$ cat src/rtl/cpu_pkg.sv
`default_nettype none
// ============================================================================
// Module   : cpu_pkg
// Brief    : Shared constants and fetch-stage types for the pipeline.
// Revision : 1.0 - initial release
// ============================================================================
package cpu_pkg;

    localparam int XLEN = 32;

    localparam logic [XLEN-1:0] NOP_INSTR = 32'h0000_0013;
    localparam logic [XLEN-1:0] PC_STEP   = 32'd4;

    typedef enum logic [2:0] {
        IDLE  = 3'd0,
        FETCH = 3'd1,
        WAIT  = 3'd2,
        READY = 3'd3,
        DRAIN = 3'd4
    } fetch_state_t;

endpackage
`default_nettype wire

$ cat src/rtl/fetch_pc_gen.sv
`default_nettype none
// ============================================================================
// Module   : fetch_pc_gen
// Brief    : Program counter register with hold / step / redirect selection.
// Revision : 1.0 - initial release
// ============================================================================
module fetch_pc_gen
    import cpu_pkg::*;
#(
    parameter logic [XLEN-1:0] RESET_PC = 32'h0000_0000,
    parameter logic [XLEN-1:0] STEP     = PC_STEP
) (
    input  logic            clk,
    input  logic            rst,
    input  logic            i_redirect,
    input  logic [XLEN-1:0] i_target,
    input  logic            i_advance,
    output logic [XLEN-1:0] o_pc
);

    logic [XLEN-1:0] r_pc;

    // Redirect wins over a sequential step issued in the same cycle.
    always_ff @(posedge clk or posedge rst) begin
        if (rst) begin
            r_pc <= RESET_PC;
        end else if (i_redirect) begin
            r_pc <= i_target;
        end else if (i_advance) begin
            r_pc <= r_pc + STEP;
        end
    end

    assign o_pc = r_pc;

endmodule
`default_nettype wire

$ cat src/rtl/if_fetch_unit.sv
`default_nettype none
// ============================================================================
// Module   : if_fetch_unit
// Brief    : Instruction fetch stage feeding the IF/ID register, one read in flight.
// Revision : 1.0 - initial release
// ============================================================================
module if_fetch_unit
    import cpu_pkg::*;
#(
    parameter logic [XLEN-1:0] RESET_PC  = 32'h0000_0000,
    parameter logic [XLEN-1:0] NOP_INSTR = cpu_pkg::NOP_INSTR,
    parameter logic [XLEN-1:0] PC_STEP   = cpu_pkg::PC_STEP
) (
    input  logic            clk_i,
    input  logic            rst_i,
    input  logic            pc_write_i,
    input  logic            branch_taken_i,
    input  logic [XLEN-1:0] branch_target_i,
    output logic            imem_req_o,
    output logic [XLEN-1:0] imem_addr_o,
    input  logic            imem_ack_i,
    input  logic [XLEN-1:0] imem_rdata_i,
    output logic [XLEN-1:0] pc_o,
    output logic [XLEN-1:0] instruction_o,
    output logic            valid_o,
    output logic [XLEN-1:0] fetch_count_o
);

    localparam logic [XLEN-1:0] c_one = 1;

    fetch_state_t    r_state;
    fetch_state_t    w_state_next;
    logic [XLEN-1:0] r_buf;
    logic [XLEN-1:0] r_fetch_count;
    logic [XLEN-1:0] w_pc;
    logic            w_ready;
    logic            w_redirect;
    logic            w_advance;

    assign w_ready    = (r_state == READY);
    assign w_redirect = branch_taken_i && (r_state != IDLE);
    assign w_advance  = w_ready && pc_write_i && !branch_taken_i;

    fetch_pc_gen #(
        .RESET_PC (RESET_PC),
        .STEP     (PC_STEP)
    ) u_pc_gen (
        .clk        (clk_i),
        .rst        (rst_i),
        .i_redirect (w_redirect),
        .i_target   (branch_target_i),
        .i_advance  (w_advance),
        .o_pc       (w_pc)
    );

    always_comb begin
        w_state_next = r_state;
        case (r_state)
            IDLE:  w_state_next = FETCH;
            // The request issued in FETCH is already in flight, so a redirect must drain it.
            FETCH: w_state_next = branch_taken_i ? DRAIN : WAIT;
            WAIT: begin
                if (imem_ack_i) begin
                    w_state_next = branch_taken_i ? FETCH : READY;
                end else if (branch_taken_i) begin
                    w_state_next = DRAIN;
                end
            end
            READY: begin
                if (branch_taken_i || pc_write_i) begin
                    w_state_next = FETCH;
                end
            end
            DRAIN: begin
                if (imem_ack_i) begin
                    w_state_next = FETCH;
                end
            end
            default: w_state_next = IDLE;
        endcase
    end

    always_ff @(posedge clk_i or posedge rst_i) begin
        if (rst_i) begin
            r_state       <= IDLE;
            r_buf         <= NOP_INSTR;
            r_fetch_count <= '0;
        end else begin
            r_state <= w_state_next;
            if ((r_state == WAIT) && imem_ack_i && !branch_taken_i) begin
                r_buf <= imem_rdata_i;
            end
            if (w_advance) begin
                r_fetch_count <= r_fetch_count + c_one;
            end
        end
    end

    assign imem_req_o    = (r_state == FETCH);
    assign imem_addr_o   = w_pc;
    assign valid_o       = w_ready;
    assign instruction_o = w_ready ? r_buf : NOP_INSTR;
    assign pc_o          = w_pc;
    assign fetch_count_o = r_fetch_count;

endmodule
`default_nettype wire

$ cat config.mk
export PLATFORM = sky130hd
export DESIGN_NAME = if_fetch_unit
export DESIGN_NICKNAME = d
export VERILOG_FILES = /design/src/rtl/cpu_pkg.sv /design/src/rtl/fetch_pc_gen.sv /design/src/rtl/if_fetch_unit.sv
export SDC_FILE = /design/constraint.sdc
export NUM_CORES = 1
export LEC_CHECK = 0
export CAP_MARGIN = 40
export CORE_MARGIN = 2
export CORE_UTILIZATION = 45
export DETAILED_ROUTE_END_ITERATION = 10
export GPL_ROUTABILITY_DRIVEN = 0
export GPL_TIMING_DRIVEN = 0
export MAX_ROUTING_LAYER = met4
export PLACE_DENSITY = 0.82
export SYNTH_ARGS = -nofsm -noshare
export SYNTH_HDL_FRONTEND = slang
export SYNTH_SLANG_ARGS = --single-unit
$ cat constraint.sdc
create_clock -name clk_i -period 3.2 [get_ports clk_i]
set_input_delay 0.32 -clock clk_i [delete_from_list [all_inputs] [get_ports clk_i]]
set_output_delay 0.32 -clock clk_i [all_outputs]
set_load 0.02 [all_outputs]
==> design notes <==
The normalized max-slew margin was 48.96%. For this design, Yosys synthesis ends with a cell count of 519. The most critical min-delay path falls under in -> async. Category of the worst setup path capture point: an output pin. Of the available clock period, the critical path in the final layout requires 91.39%. Relative to the synthesized area, the layout overhead comes to 47.68%.

Looking at the clock tree report, the root buffer type is clkbuf_16. The critical path in the final layout is reported with a setup slack of 0.2754 ns. In this run the remaining antenna-violating nets after routing total 0.

The run gives 48.6% for the fraction of power consumed by combinational cells. The tools report the number of clock sinks as 99. For the final database, setup skew stands at 0.01073 ns. Multi-input combinational cells in the finished layout were counted as 345.

The run finished with clean final reports. Looking at the setup timing report, the critical path kind is reg -> out. The timing report gives the clock slew at the launch and capture registers of the worst setup and hold paths as 0.07 ns. The run gives 0.34 ns as the clock network latency to the later pin of the worst-skew pair. According to the tapcell log, the count of inserted taps is 143. The data-path buffer share of cell area in the final layout works out to 30.44%. In the final layout, excluding clock inverters the inverter count is 16. Clock tree synthesis inserted a total of 9 buffers. Dividing the detail-routed via count by the number of cells gives 5.433. Per the finish-stage timing summary, setup violations number 0. Reported max-cap violation count: 0. Warnings raised by the tools during the run amount to 26. Broken down by cell family, the worst path's largest delay share belongs to buffers and inverters.

The script extracted a total leakage power of 0.003225 uW. The number of unique standard cell types used by synthesis is 42, and the starting DRC count in detailed routing is 244. dfrtp_1 takes more of the synthesized area than any other cell. In this run the most used layer during global routing was met2.

Derived from the worst setup path, the maximum achievable clock frequency is 341.9 MHz. The number of sequential cells reported for the layout is 99. Number of antenna violations at the first check in global routing: 0.

The power report puts the net switching power at 2417 uW. The DRC violations left was 0. The sum of met3 wire segment lengths after detailed routing is 1056 um, and the flip-flop and latch count after synthesis is 99. The dominant register cell is dfrtp_1. The global routing met1 resource utilization is 30.10%.
## cell families after synthesis
kind of cell / Yosys count / share of synthesized area [%]
compound gates: 57 / 7.058
mux: 35 / 7.512
buf+inv: 75 / 7.871
simple gates: 213 / 23.28
flops: 99 / 47.44
fa+ha+maj: 2 / 0.4784
xor+xnor: 38 / 6.364
## sequential cells by signal (all words and copies together) (netlist names)
signal / cells
r_state: 3
u_pc_gen.o_pc: 32
r_buf: 32
fetch_count_o: 32
## per-stage QoR
stage,total power (uW),utilization (%),TNS [ns],cells
2_1_floorplan,3845,-,0,519
3_3_place_gp,5135,64.92,-113.42,859
3_5_place_dp,5261,65.18,0,860
4_1_cts,6413,67.93,0,876
5_1_grt,6758,67.93,0,876
6_report,6375,67.93,0,876
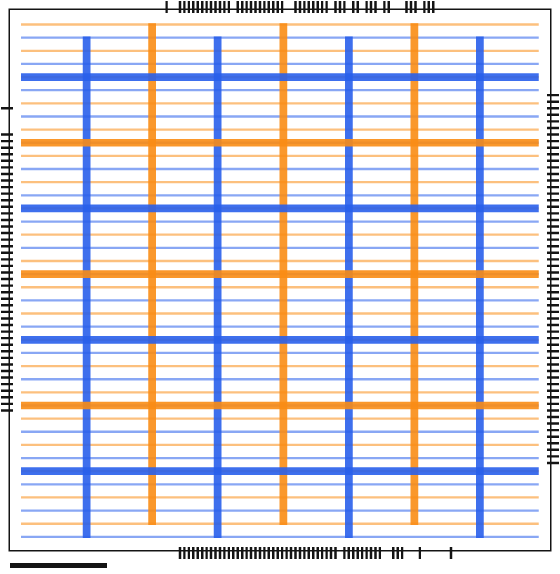
floorplan.png
Scale bar: 20 um. Pins as bars on the die edge.
legend:
  VDD:
    colour: orange
  VSS:
    colour: blue
met4 straps: 7
met5 straps: 7
signal pins: 199
Die Span X: 111.8 um
largest vdd supply drop: 0.5652 mV
die y size: 111.8 um
total core area: 11,370 um^2

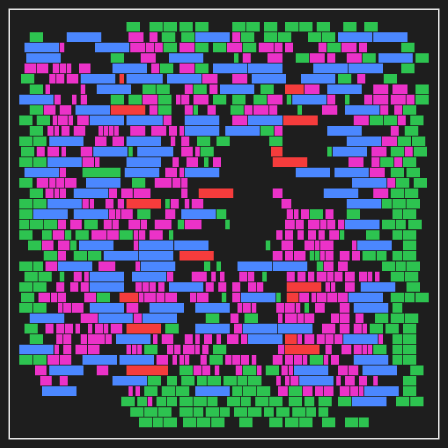
class_map.png
legend:
  clock drivers and dummy loads:
    colour: red
    cells: 16
    share_of_their_area: 4.1%
  sequential cells:
    colour: blue
    cells: 99
    share_of_their_area: 33%
  remaining buffers and delay cells:
    colour: green
    cells: 257
    share_of_their_area: 31%
  remaining logic cells:
    colour: magenta
    cells: 361
    share_of_their_area: 32%
Std-Cell Rows: 39
fraction of area in registers: 32.12%
Final Instance Area: 7724 um^2
Final Core Density: 67.93%

Power is estimated from default activity; no workload was simulated.
